$ cat config.mk
export PLATFORM = sky130hd
export DESIGN_NAME = ps2_rx_fifo
export DESIGN_NICKNAME = d
export VERILOG_FILES = /design/src/rtl/ps2_pkg.sv /design/src/rtl/ps2_code_fifo.sv /design/src/rtl/ps2_rx_fifo.sv
export SDC_FILE = /design/constraint.sdc
export NUM_CORES = 1
export LEC_CHECK = 0
export ABC_CLOCK_PERIOD_IN_PS = 6900
export CAP_MARGIN = 20
export CELL_PAD_IN_SITES_DETAIL_PLACEMENT = 1
export CELL_PAD_IN_SITES_GLOBAL_PLACEMENT = 2
export CORE_MARGIN = 1
export CORE_UTILIZATION = 52
export CTS_BUF_LIST = sky130_fd_sc_hd__clkbuf_4 sky130_fd_sc_hd__clkbuf_8
export CTS_CLUSTER_SIZE = 24
export DETAILED_ROUTE_END_ITERATION = 12
export PLACE_DENSITY = 0.84
export SLEW_MARGIN = 20
export SYNTH_ARGS = -nofsm -noshare
export SYNTH_HDL_FRONTEND = slang
export SYNTH_SLANG_ARGS = --single-unit
$ cat constraint.sdc
create_clock -name clk -period 6.9 [get_ports clk]
set_input_delay 1.035 -clock clk [delete_from_list [all_inputs] [get_ports clk]]
set_output_delay 1.035 -clock clk [all_outputs]
set_load 0.02 [all_outputs]
$ cat src/rtl/ps2_pkg.sv
// Shared PS/2 types and frame constants for the receive (and later transmit) paths.
package ps2_pkg;

    typedef enum logic [1:0] {
        IDLE,
        DATA,
        PARITY,
        STOP
    } ps2_state_t;

    localparam int   PS2_DATA_BITS = 8;
    localparam logic PS2_START_BIT = 1'b0;
    localparam logic PS2_STOP_BIT  = 1'b1;

    // PS/2 uses odd parity: data bits plus parity bit must hold an odd number of ones.
    function automatic logic odd_parity_ok(input logic [PS2_DATA_BITS-1:0] data, input logic par);
        return ^{data, par};
    endfunction

endpackage

$ cat src/rtl/ps2_code_fifo.sv
// First-word-fall-through FIFO with occupancy count; head word is a registered RAM read.
module ps2_code_fifo #(
    parameter int WIDTH = 8,
    parameter int DEPTH = 16
) (
    input  logic                       clk,
    input  logic                       reset_n,
    input  logic                       push,
    input  logic [WIDTH-1:0]           push_data,
    input  logic                       pop,
    output logic                       valid,
    output logic [WIDTH-1:0]           head_data,
    output logic [$clog2(DEPTH):0]     count,
    output logic                       full
);

    localparam int AW = $clog2(DEPTH);
    localparam logic [AW:0] DEPTH_C = (AW+1)'(DEPTH);
    localparam logic [AW:0] ONE_C   = (AW+1)'(1);

    logic [WIDTH-1:0] mem [DEPTH];
    logic [AW-1:0]    wr_ptr_reg;
    logic [AW-1:0]    rd_ptr_reg;
    logic [AW-1:0]    rd_ptr_next;
    logic [AW:0]      count_reg;
    logic [WIDTH-1:0] data_reg;
    logic             do_push;
    logic             do_pop;

    assign valid     = (count_reg != '0);
    assign full      = (count_reg == DEPTH_C);
    assign head_data = data_reg;
    assign count     = count_reg;

    assign do_pop      = pop & valid;
    assign do_push     = push & (~full | do_pop);
    assign rd_ptr_next = rd_ptr_reg + AW'(do_pop);

    always_ff @(posedge clk) begin
        if (do_push) begin
            mem[wr_ptr_reg] <= push_data;
        end
    end

    // The head register reads the slot that will be oldest next cycle; a write to that
    // same slot this cycle is forwarded so a push into an emptying FIFO falls through.
    always_ff @(posedge clk or negedge reset_n) begin
        if (!reset_n) begin
            wr_ptr_reg <= '0;
            rd_ptr_reg <= '0;
            count_reg  <= '0;
            data_reg   <= '0;
        end else begin
            if (do_push) begin
                wr_ptr_reg <= wr_ptr_reg + AW'(1);
            end
            rd_ptr_reg <= rd_ptr_next;
            if (do_push && !do_pop) begin
                count_reg <= count_reg + ONE_C;
            end else if (do_pop && !do_push) begin
                count_reg <= count_reg - ONE_C;
            end
            if (do_push && (wr_ptr_reg == rd_ptr_next)) begin
                data_reg <= push_data;
            end else begin
                data_reg <= mem[rd_ptr_next];
            end
        end
    end

endmodule

$ cat src/rtl/ps2_rx_fifo.sv
// PS/2 device-to-host receiver: pin synchroniser, clock deglitch filter, frame decoder
// with parity/framing/timeout checks, and a scan-code FIFO toward the consumer.
module ps2_rx_fifo
    import ps2_pkg::*;
#(
    parameter int SYNC_STAGES    = 2,
    parameter int FILTER_LEN     = 8,
    parameter int TIMEOUT_CYCLES = 5000,
    parameter int FIFO_DEPTH     = 16
) (
    input  logic                          clk,
    input  logic                          reset_n,
    input  logic                          ps2_clock,
    input  logic                          ps2_data,
    output logic                          code_valid,
    input  logic                          code_ready,
    output logic [7:0]                    code_data,
    output logic [$clog2(FIFO_DEPTH):0]   fifo_count,
    output logic                          busy,
    output logic                          parity_err,
    output logic                          framing_err,
    output logic                          timeout_err,
    output logic                          overflow
);

    localparam int FW = $clog2(FILTER_LEN + 1);
    localparam int TW = $clog2(TIMEOUT_CYCLES);
    localparam int BW = $clog2(PS2_DATA_BITS);
    localparam logic [FW-1:0] FILTER_LAST  = FW'(FILTER_LEN - 1);
    localparam logic [TW-1:0] TIMEOUT_LAST = TW'(TIMEOUT_CYCLES - 1);
    localparam logic [BW-1:0] LAST_BIT     = BW'(PS2_DATA_BITS - 1);

    logic [SYNC_STAGES-1:0]   clk_sync_reg;
    logic [SYNC_STAGES-1:0]   data_sync_reg;
    logic                     clk_synced;
    logic                     data_synced;
    logic [FW-1:0]            filt_cnt_reg;
    logic                     filt_clk_reg;
    logic                     filt_prev_reg;
    logic                     fall;
    logic [TW-1:0]            to_cnt_reg;
    logic                     timeout_hit;

    ps2_state_t               state_reg, state_next;
    logic [BW-1:0]            bit_cnt_reg, bit_cnt_next;
    logic [PS2_DATA_BITS-1:0] shift_reg, shift_next;
    logic                     parity_reg, parity_next;
    logic                     push_next;
    logic                     perr_next, ferr_next, terr_next, ovf_next;
    logic                     parity_err_reg, framing_err_reg, timeout_err_reg, overflow_reg;

    logic                     fifo_pop;
    logic                     fifo_full;

    assign clk_synced  = clk_sync_reg[SYNC_STAGES-1];
    assign data_synced = data_sync_reg[SYNC_STAGES-1];

    always_ff @(posedge clk or negedge reset_n) begin
        if (!reset_n) begin
            clk_sync_reg  <= '1;
            data_sync_reg <= '1;
        end else begin
            clk_sync_reg  <= {clk_sync_reg[SYNC_STAGES-2:0], ps2_clock};
            data_sync_reg <= {data_sync_reg[SYNC_STAGES-2:0], ps2_data};
        end
    end

    // The filtered clock only follows after FILTER_LEN consecutive disagreeing samples.
    always_ff @(posedge clk or negedge reset_n) begin
        if (!reset_n) begin
            filt_cnt_reg  <= '0;
            filt_clk_reg  <= 1'b1;
            filt_prev_reg <= 1'b1;
        end else begin
            filt_prev_reg <= filt_clk_reg;
            if (clk_synced == filt_clk_reg) begin
                filt_cnt_reg <= '0;
            end else if (filt_cnt_reg == FILTER_LAST) begin
                filt_clk_reg <= clk_synced;
                filt_cnt_reg <= '0;
            end else begin
                filt_cnt_reg <= filt_cnt_reg + FW'(1);
            end
        end
    end

    assign fall        = filt_prev_reg & ~filt_clk_reg;
    assign timeout_hit = (state_reg != IDLE) && (to_cnt_reg == TIMEOUT_LAST);

    always_ff @(posedge clk or negedge reset_n) begin
        if (!reset_n) begin
            to_cnt_reg <= '0;
        end else if (state_reg == IDLE || fall || timeout_hit) begin
            to_cnt_reg <= '0;
        end else begin
            to_cnt_reg <= to_cnt_reg + TW'(1);
        end
    end

    assign fifo_pop = code_valid & code_ready;

    always_comb begin
        state_next   = state_reg;
        bit_cnt_next = bit_cnt_reg;
        shift_next   = shift_reg;
        parity_next  = parity_reg;
        push_next    = 1'b0;
        perr_next    = 1'b0;
        ferr_next    = 1'b0;
        terr_next    = 1'b0;
        ovf_next     = 1'b0;
        // Timeout wins over a coincident fall, so a late edge cannot revive a dead frame.
        if (timeout_hit) begin
            state_next = IDLE;
            terr_next  = 1'b1;
        end else if (fall) begin
            case (state_reg)
                IDLE: begin
                    if (data_synced == PS2_START_BIT) begin
                        state_next   = DATA;
                        bit_cnt_next = '0;
                    end
                end
                DATA: begin
                    shift_next[bit_cnt_reg] = data_synced;
                    if (bit_cnt_reg == LAST_BIT) begin
                        state_next = PARITY;
                    end else begin
                        bit_cnt_next = bit_cnt_reg + BW'(1);
                    end
                end
                PARITY: begin
                    parity_next = data_synced;
                    state_next  = STOP;
                end
                STOP: begin
                    state_next = IDLE;
                    if (data_synced != PS2_STOP_BIT) begin
                        ferr_next = 1'b1;
                    end else if (!odd_parity_ok(shift_reg, parity_reg)) begin
                        perr_next = 1'b1;
                    end else if (fifo_full && !fifo_pop) begin
                        ovf_next = 1'b1;
                    end else begin
                        push_next = 1'b1;
                    end
                end
                default: state_next = IDLE;
            endcase
        end
    end

    always_ff @(posedge clk or negedge reset_n) begin
        if (!reset_n) begin
            state_reg       <= IDLE;
            bit_cnt_reg     <= '0;
            shift_reg       <= '0;
            parity_reg      <= 1'b0;
            parity_err_reg  <= 1'b0;
            framing_err_reg <= 1'b0;
            timeout_err_reg <= 1'b0;
            overflow_reg    <= 1'b0;
        end else begin
            state_reg       <= state_next;
            bit_cnt_reg     <= bit_cnt_next;
            shift_reg       <= shift_next;
            parity_reg      <= parity_next;
            parity_err_reg  <= perr_next;
            framing_err_reg <= ferr_next;
            timeout_err_reg <= terr_next;
            overflow_reg    <= ovf_next;
        end
    end

    assign busy        = (state_reg != IDLE);
    assign parity_err  = parity_err_reg;
    assign framing_err = framing_err_reg;
    assign timeout_err = timeout_err_reg;
    assign overflow    = overflow_reg;

    ps2_code_fifo #(
        .WIDTH (PS2_DATA_BITS),
        .DEPTH (FIFO_DEPTH)
    ) u_fifo (
        .clk       (clk),
        .reset_n   (reset_n),
        .push      (push_next),
        .push_data (shift_reg),
        .pop       (fifo_pop),
        .valid     (code_valid),
        .head_data (code_data),
        .count     (fifo_count),
        .full      (fifo_full)
    );

endmodule
==> impl_results.rst, run 1 <==
Implementation results
======================

.. list-table::
   :header-rows: 1

   * - Metric
     - Value
   * - Chip area line of the yosys report
     - 8020 sq um
   * - Final design instance area without fill
     - 8920 sq um
   * - Final Worst Setup Slack
     - between 2 and 3 ns
   * - Number of setup buffers added after CTS
     - 0
   * - Simple logic cell fraction of the synthesized area
     - 0.0772
   * - Summed instance area of the synthesized netlist
     - between 8000 and 9000 sq um
   * - Crit path top cell by count
     - sky130_fd_sc_hd__ha_1
   * - Residual overflow from global routing
     - 0
   * - Total DRC errors in the routed layout
     - 0
   * - Post-Route Utilization
     - 0.589
   * - Crit path DAT
     - approximately 4.4 ns
   * - Normalized max-slew margin
     - 0.383
   * - Clock Tree Buf Depth
     - 2
   * - Count of distinct cell types in the synthesized netlist
     - ~45
   * - Internal power component
     - between 2 and 2.5 mW
   * - Post-Route Skew
     - ~0.013 ns
   * - Origin of the critical flop-to-flop path
     - shift_reg[6]
   * - Multi-input combinational cell area
     - 2500 sq um
   * - Max Freq
     - 247 MHz
   * - Total inserted antenna cells
     - 0
   * - Setup repair after global routing missed its margin
     - no
   * - Resized cells post-CTS
     - 0
   * - CTS Root Cell
     - sky130_fd_sc_hd__clkbuf_8
   * - Slowest stage cell on the critical path
     - sky130_fd_sc_hd__dfrtp_1
   * - Non-clock inverter count in the final layout
     - 15
   * - Top post-synthesis cells by count
     - sky130_fd_sc_hd__edfxtp_1, sky130_fd_sc_hd__dfrtp_1, sky130_fd_sc_hd__mux4_2
   * - Clock Pin Slew Worst Setup and Hold Paths
     - 0.08 ns
   * - Via count of the first global-routing pass
     - ~4600
   * - Sequential fraction of the synthesis area
     - 0.674
   * - CP cell instances
     - xnor2_1 > xnor3_1 > xnor2_2 > nor2_2 > ha_1 > inv_1 > ha_1 > nor2b_1 > o21a_1 > or3_1 > a21oi_1 > xor2_1
   * - Clock latency on the worst-skew pair
     - 0.47 ns
   * - Worst R2R End
     - u_fifo.count[4]
   * - Area share of the largest cell type after synthesis
     - 0.479
   * - Post-synth area hogs
     - sky130_fd_sc_hd__edfxtp_1, sky130_fd_sc_hd__dfrtp_1, sky130_fd_sc_hd__mux4_2
   * - Share of cell area taken by multi-input logic gates
     - 0.281
   * - Synthesized netlist cell count
     - about 480
   * - Transition time at the pin with the least slew margin
     - 0.924 ns
   * - Leading cell type in the layout, fill and taps excluded
     - sky130_fd_sc_hd__edfxtp_1
   * - TritonCTS clock tree
     - done
   * - Fraction of the mapped netlist area in compound gates
     - 0.00952
   * - Top logic cells by instance count in the layout
     - sky130_fd_sc_hd__edfxtp_1, sky130_fd_sc_hd__dfrtp_1, sky130_fd_sc_hd__mux4_2
   * - Top cell class by occupied area
     - flip-flops and latches
   * - Switch share
     - 0.302
   * - Floorplan die area
     - 15900 sq um
   * - Leakage power
     - 3.20 nW
   * - Count of buffers not belonging to the clock network in the layout
     - 29
   * - End of the critical path
     - u_fifo.count[4]
   * - Clock buffers
     - 25
   * - Total nets after synthesis
     - 500
   * - Hold Fails Final Rpt
     - 0
   * - Worst slack, placed
     - 2.47 ns
   * - Sequential group power
     - 1.37 mW
   * - Met2 wire length
     - 8.63 mm
   * - Share of flip-flops with an asynchronous set or reset
     - 0.326
   * - Most used standard cell by instance count after synthesis
     - sky130_fd_sc_hd__edfxtp_1
   * - Cell accounting for the most synthesized area
     - sky130_fd_sc_hd__edfxtp_1
   * - CTS Sinks
     - 190
   * - Pwr per Cell Area
     - approximately 340 nW/um^2
   * - Clock buffer and inverter area fraction after layout
     - 0.0504
   * - Total buffers and inverters traversed by the critical path
     - 1
   * - Vias per cell
     - ~6
   * - Number of cells traversed by the worst register-to-register path
     - 12
   * - Result of the run
     - complete, no violations
   * - Required time reported for the critical path endpoint
     - 7.28 ns
   * - Flip-flop count of the largest register, all copies and words added
     - 128
   * - H-Tree Level Count
     - 4
   * - Power in combinational cells
     - 0.867 mW
-- run 1: worst min-delay path by stage --
stage               cells past startpoint          endpoint              from  slack, ns
finish                                  0  data_sync_reg[1]  data_sync_reg[0]       0.36
global route                            0  data_sync_reg[1]  data_sync_reg[0]       0.36
CTS                                     0  data_sync_reg[1]  data_sync_reg[0]       0.36
detailed placement                      0  data_sync_reg[1]  data_sync_reg[0]       0.35
global placement                        0  data_sync_reg[1]  data_sync_reg[0]       0.35
floorplan                               0   clk_sync_reg[1]   clk_sync_reg[0]       0.35
-- run 1: layer usage --
metal | vias up | global-route usage
li1 | 1850 | -
met1 | 2183 | 0.291
met2 | 82 | 0.394
met3 | 16 | 0.0489
met4 | 0 | 0.0751
met5 | - | 0
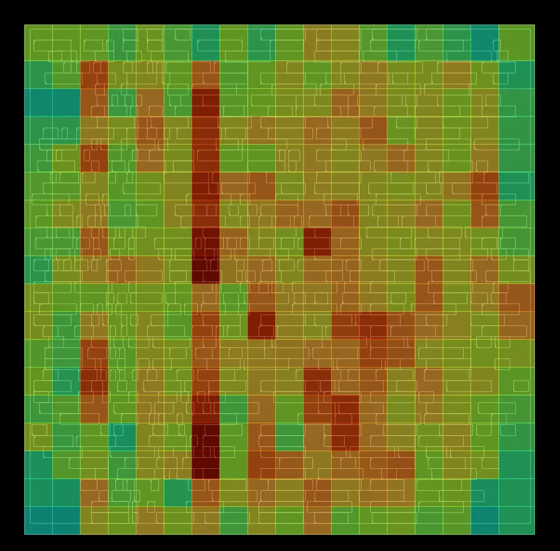
(run_1/congestion.png)
post-DR wirelength/cell: 23.2 um
GRT met3 Usage: 0.0489
global-route track usage on met2: 0.394
GRT Overall Usage: 0.229
layer with the highest usage: met2

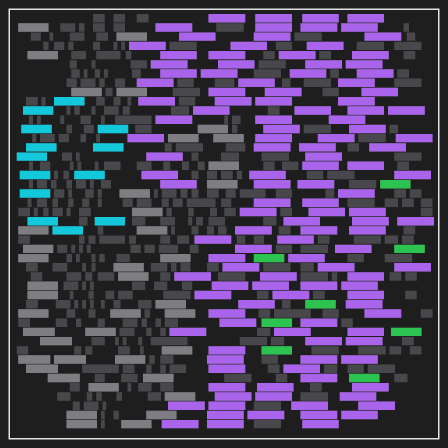
(run_1/flops_by_reg.png)
legend:
  cyan:
    name_in_the_netlist: to_cnt_reg
    flops: 13
  green:
    name_in_the_netlist: u_fifo.head_data
    flops: 8
  purple:
    name_in_the_netlist: u_fifo.mem
    flops: 128
not coloured: 41
Seq/total area: 0.606
Reg area: 5400 sq um

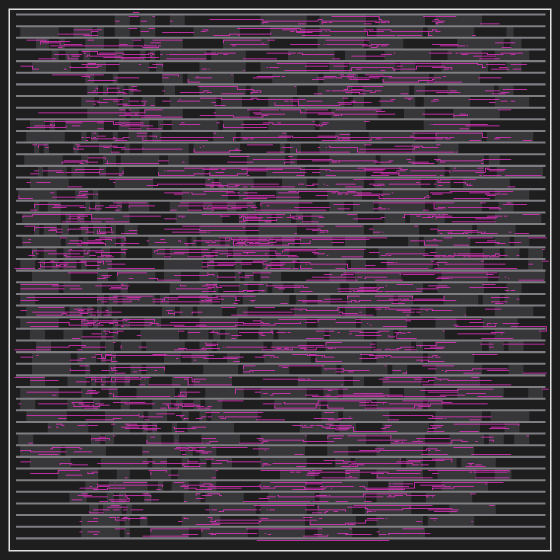
(run_1/layer_met1.png)
Supply wires on this layer in grey.
share of all routed wire: 42%
wire length on this layer: 6940 um
main direction: horizontal
nets with wire on the layer: 492
global-route met1 utilization: 0.291
total via count after detailed routing: 4131
total wire length: 16.4 mm

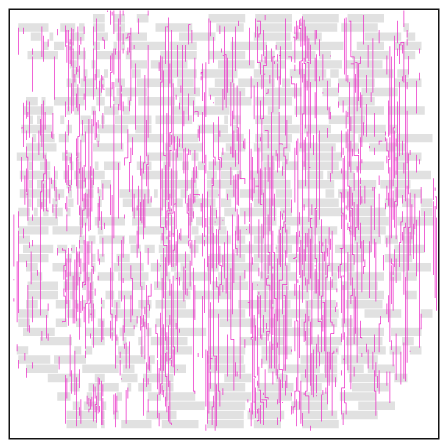
(run_1/layer_met2.png)
longest straight run: 75.5 um
nets with wire on the layer: 491
share of all routed wire: 53%
wire length on this layer: 8630 um

==> run_1/io_fan.png <==
Scale bar: 50 um.
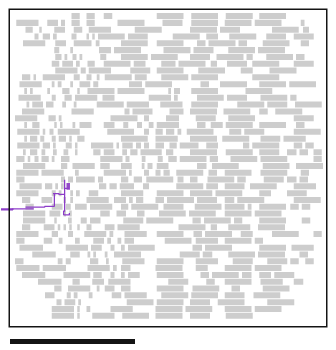

==> run 2, diff against run 1 <==
--- a/config.mk
+++ b/config.mk
@@ -5,16 +5,16 @@
 export SDC_FILE = /design/constraint.sdc
 export NUM_CORES = 1
 export LEC_CHECK = 0
-export ABC_CLOCK_PERIOD_IN_PS = 6900
+export ABC_CLOCK_PERIOD_IN_PS = 4150
 export CAP_MARGIN = 20
 export CELL_PAD_IN_SITES_DETAIL_PLACEMENT = 1
 export CELL_PAD_IN_SITES_GLOBAL_PLACEMENT = 2
 export CORE_MARGIN = 1
-export CORE_UTILIZATION = 52
+export CORE_UTILIZATION = 48
 export CTS_BUF_LIST = sky130_fd_sc_hd__clkbuf_4 sky130_fd_sc_hd__clkbuf_8
 export CTS_CLUSTER_SIZE = 24
 export DETAILED_ROUTE_END_ITERATION = 12
-export PLACE_DENSITY = 0.84
+export PLACE_DENSITY = 0.78
 export SLEW_MARGIN = 20
 export SYNTH_ARGS = -nofsm -noshare
 export SYNTH_HDL_FRONTEND = slang
==> constraint.sdc (replaced) <==
create_clock -name clk -period 4.15 [get_ports clk]
set_input_delay 0.6225 -clock clk [delete_from_list [all_inputs] [get_ports clk]]
set_output_delay 0.6225 -clock clk [all_outputs]
set_load 0.02 [all_outputs]
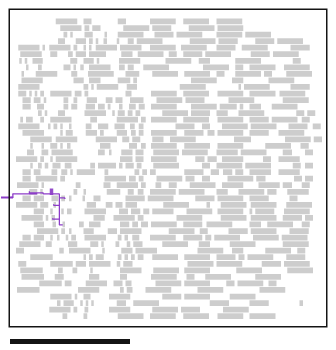
(run_2/io_fan.png)
Scale bar: 50 um.
legend:
  purple:
    port: busy
    bits: 1
    direction: output
    end_cells: 1
    buffers: 1
    wire: 48.5 um
number of primary I/O pins: 24
count of input and output buffers: 23

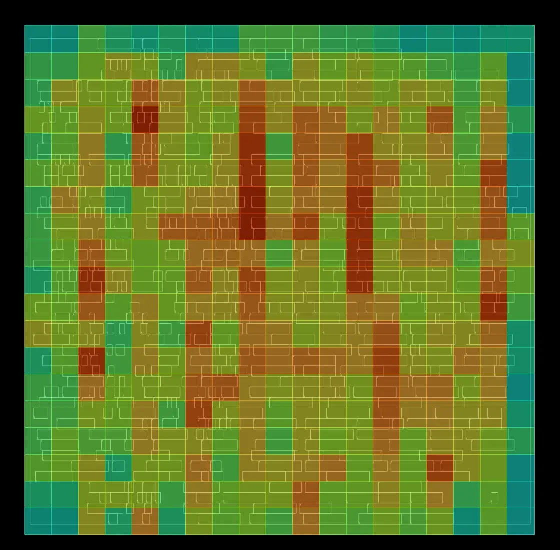
(run_2/congestion.png)
Post-Route Utilization: 0.558
GRT met3 Usage: 0.0370
global-route met1 utilization: 0.245
post-DR wirelength/cell: 21.6 um

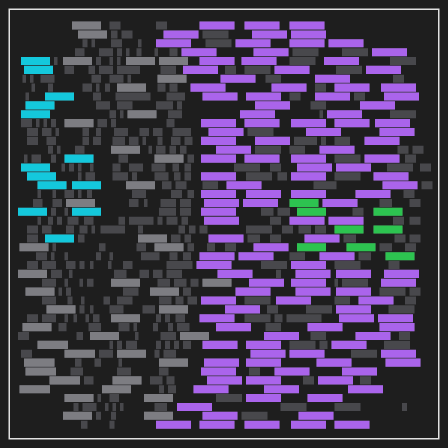
(run_2/flops_by_reg.png)
legend:
  green:
    name_in_the_netlist: u_fifo.head_data
    flops: 8
    where: east
  purple:
    name_in_the_netlist: u_fifo.mem
    flops: 128
  cyan:
    name_in_the_netlist: to_cnt_reg
    flops: 13
not coloured: 41
Seq/total area: 0.601
sequential group power: 2.25 mW

==> run 2 against run 1 <==
Net effect: setup slack got worse by 2.6 ns; register-to-register slack got worse by 2.6 ns; global-route usage fell by 2.8 points; clock-buffer cell count fell by 8; synthesized area did not move; critical path type unchanged; critical endpoint unchanged; largest cell class unchanged; largest power group unchanged.
==> impl_results.rst, run 2 <==
Implementation results
======================

.. list-table::
   :header-rows: 1

   * - Metric
     - Value
   * - Result of the run
     - complete, no violations (unchanged)
   * - Required time reported for the critical path endpoint
     - 4.53 ns (was 7.28 ns)
   * - Final HPWL from detailed placement
     - 10.9 mm (was 10.7 mm)
   * - Final RePlAce weighted congestion
     - 0.795 (was 0.792)
   * - Transition time at the pin with the least slew margin
     - 0.664 ns (was 0.924 ns)
   * - Max Freq
     - 259 MHz (was 247 MHz)
   * - Post-synth area hogs
     - sky130_fd_sc_hd__edfxtp_1, sky130_fd_sc_hd__dfrtp_1, sky130_fd_sc_hd__mux4_2 (unchanged)
   * - Floorplan die area
     - 17200 sq um (was 15900 sq um)
   * - Clock latency on the worst-skew pair
     - 0.46 ns (was 0.47 ns)
   * - Total nets after synthesis
     - 500 (unchanged)
   * - Share of flip-flops with an asynchronous set or reset
     - 0.326 (unchanged)
   * - Residual overflow from global routing
     - 0 (unchanged)
   * - Group drawing the most power
     - sequential cells (unchanged)
   * - Maximum net fanout on the critical path
     - 19 (unchanged)
   * - Placement Rows
     - 46 (was 45)
   * - Number of cells traversed by the worst register-to-register path
     - 12 (unchanged)
   * - Highest ir drop seen on vdd
     - 271 uV (was 162 uV)
   * - Antenna viol nets, final
     - 0 (unchanged)
   * - FP Core Util
     - 0.498 (was 0.529)
   * - # nets final
     - 544 (was 532)
   * - Vias per cell
     - 5.49 (was 5.83)
   * - Normalized max-slew margin
     - 0.554 (was 0.383)
   * - Total clock network power
     - 1.17 mW (was 0.808 mW)
   * - Synth flops
     - 190 (unchanged)
   * - Overall power after layout
     - 4.98 mW (was 3.05 mW)
   * - Met2 wire length
     - 8.70 mm (was 8.63 mm)
   * - Tool warning count
     - 33 (unchanged)
   * - DR pass1 iterations
     - 4 (unchanged)
   * - Path class of the lowest-slack min-delay path
     - input port to async pin (was flop to flop)
   * - Post-Route Skew
     - 0.00981 ns (was 0.0126 ns)
   * - Layer with the highest usage
     - met2 (unchanged)
   * - Pwr per Cell Area
     - 554 nW/um^2 (was 342 nW/um^2)
   * - Fraction of the mapped netlist area in compound gates
     - 0.00952 (unchanged)
   * - Adder and majority gate portion of the synthesized area
     - 0.0321 (unchanged)
   * - Via count of the first global-routing pass
     - 4502 (was 4568)
   * - Slowest stage cell on the critical path
     - sky130_fd_sc_hd__dfrtp_1 (unchanged)
   * - Most used standard cell by instance count after synthesis
     - sky130_fd_sc_hd__edfxtp_1 (unchanged)
   * - CP cell instances
     - xor2_1 > xnor3_1 > xnor2_2 > nor2_2 > ha_1 > inv_1 > ha_1 > nor2b_1 > o21a_1 > or3_1 > a21oi_1 > xor2_1 (was xnor2_1 > xnor3_1 > xnor2_2 > nor2_2 > ha_1 > inv_1 > ha_1 > nor2b_1 > o21a_1 > or3_1 > a21oi_1 > xor2_1)
   * - GRT Overall Usage
     - 0.201 (was 0.229)
   * - CTS Sinks
     - 190 (unchanged)
   * - Power in combinational cells
     - 1.57 mW (was 0.867 mW)
   * - Total buffers and inverters traversed by the critical path
     - 1 (unchanged)
   * - Summed instance area of the synthesized netlist
     - 8020 sq um (unchanged)
   * - Final Worst Setup Slack
     - 0.283 ns (was 2.86 ns)
   * - Synthesized netlist cell count
     - 475 (unchanged)
   * - Sequential fraction of the synthesis area
     - 0.674 (unchanged)
   * - XOR-XNOR Cells, Area Fraction
     - 0.0406 (unchanged)
   * - Final design instance area without fill
     - 8990 sq um (was 8920 sq um)
   * - Area share of the largest cell type after synthesis
     - 0.479 (unchanged)
   * - Reported max-cap violation count
     - 0 (unchanged)
   * - Worst slack, placed
     - 0.357 ns (was 2.47 ns)
   * - Vertical extent of the die
     - 131 um (was 126 um)
   * - H-Tree Level Count
     - 4 (unchanged)
   * - Detailed-route wire length on metal 1
     - 6.64 mm (was 6.94 mm)
   * - Path type of the worst setup path
     - flop to flop (unchanged)
   * - Setup repair after global routing missed its margin
     - no (unchanged)
   * - CTS Root Cell
     - sky130_fd_sc_hd__clkbuf_8 (unchanged)
   * - Origin of the critical flop-to-flop path
     - shift_reg[2] (was shift_reg[6])
   * - DRC violation total after the first TritonRoute iteration
     - 305 (was 236)
   * - Hold Fails Final Rpt
     - 0 (unchanged)
   * - Period minus WS final
     - 3.87 ns (was 4.04 ns)
   * - Setup crit end kind
     - flop (unchanged)
   * - Crit path DAT
     - 4.25 ns (was 4.43 ns)
   * - Worst R2R End
     - u_fifo.count[4] (unchanged)
   * - Placed insts
     - 715 (was 676)
   * - Worst hold slack across all endpoints
     - 0.0269 ns (was 0.360 ns)
   * - Top post-synthesis cells by count
     - sky130_fd_sc_hd__edfxtp_1, sky130_fd_sc_hd__dfrtp_1, sky130_fd_sc_hd__mux4_2 (unchanged)
   * - Total DRC errors in the routed layout
     - 0 (unchanged)
   * - Pins Over Slew Limit
     - 0 (unchanged)
   * - Non-filler instance count after layout
     - 748 (was 708)
   * - Resized cells post-CTS
     - 0 (unchanged)
   * - Count of distinct cell types in the synthesized netlist
     - 45 (unchanged)
   * - Clock Tree Buf Depth
     - 2 (unchanged)
   * - Top logic cells by instance count in the layout
     - sky130_fd_sc_hd__edfxtp_1, sky130_fd_sc_hd__dfrtp_1, sky130_fd_sc_hd__mux4_2 (unchanged)
   * - Critical Path Max Stage Delay
     - 0.72 ns (was 0.85 ns)
   * - Avg Synthesized Cell Area
     - 16.9 sq um (unchanged)
   * - Total wire length
     - 16.1 mm (was 16.4 mm)
   * - Leakage power
     - 3.31 nW (was 3.20 nW)
   * - Post-cts hold buffer count
     - 0 (unchanged)
   * - Most used flip-flop cell after synthesis
     - sky130_fd_sc_hd__edfxtp_1 (unchanged)
   * - Switch share
     - 0.318 (was 0.302)
   * - Chip area line of the yosys report
     - 8020 sq um (unchanged)
   * - Flip-flop count of the largest register, all copies and words added
     - 128 (unchanged)
   * - Global-route track usage on met2
     - 0.363 (was 0.394)
   * - Met3 Wirelength
     - 581 um (was 644 um)
   * - Flip-flops with a built-in enable
     - 128 (unchanged)
   * - Cell accounting for the most synthesized area
     - sky130_fd_sc_hd__edfxtp_1 (unchanged)
   * - Family of cells with the greatest summed delay on the critical path
     - XOR/XNOR gates (unchanged)
   * - Total inserted antenna cells
     - 0 (unchanged)
   * - Clock Pin Slew Worst Setup and Hold Paths
     - 0.09 ns (was 0.08 ns)
   * - Leading cell type in the layout, fill and taps excluded
     - sky130_fd_sc_hd__edfxtp_1 (unchanged)
   * - Number of setup buffers added after CTS
     - 0 (unchanged)
   * - Setup total negative slack
     - 0 ns (unchanged)
   * - Total via count after detailed routing
     - 4108 (was 4131)
   * - Internal power component
     - 3.40 mW (was 2.13 mW)
   * - Simple logic cell fraction of the synthesized area
     - 0.0772 (unchanged)
   * - TritonCTS clock tree
     - done (unchanged)
[run 2: cell counts after synthesis]
Identical to the previous run, type by type.
[run 2: worst max path at each step]
stage,start,end,slack (ns),cells after the start
after global placement,state_reg[0],u_fifo.count[4],0.49,14
after CTS,shift_reg[2],u_fifo.count[4],0.30,12
after detailed placement,shift_reg[2],u_fifo.count[4],0.36,12
final,shift_reg[2],u_fifo.count[4],0.28,12
after global routing,shift_reg[2],u_fifo.count[4],0.004,12
after floorplan,state_reg[0],u_fifo.count[4],0.65,16
[run 2: final cells by class]
cell class / instances / area, sq um
inverter: 15 / 56.3
tap: 216 / 270
fill: 1498 / 7130
clock buffer: 17 / 234
timing repair buffer: 41 / 385
clock inverter: 15 / 146
sequential: 190 / 5400
multi-input combinational: 254 / 2490
No activity file was given, so power comes from the tool's default toggle rates.
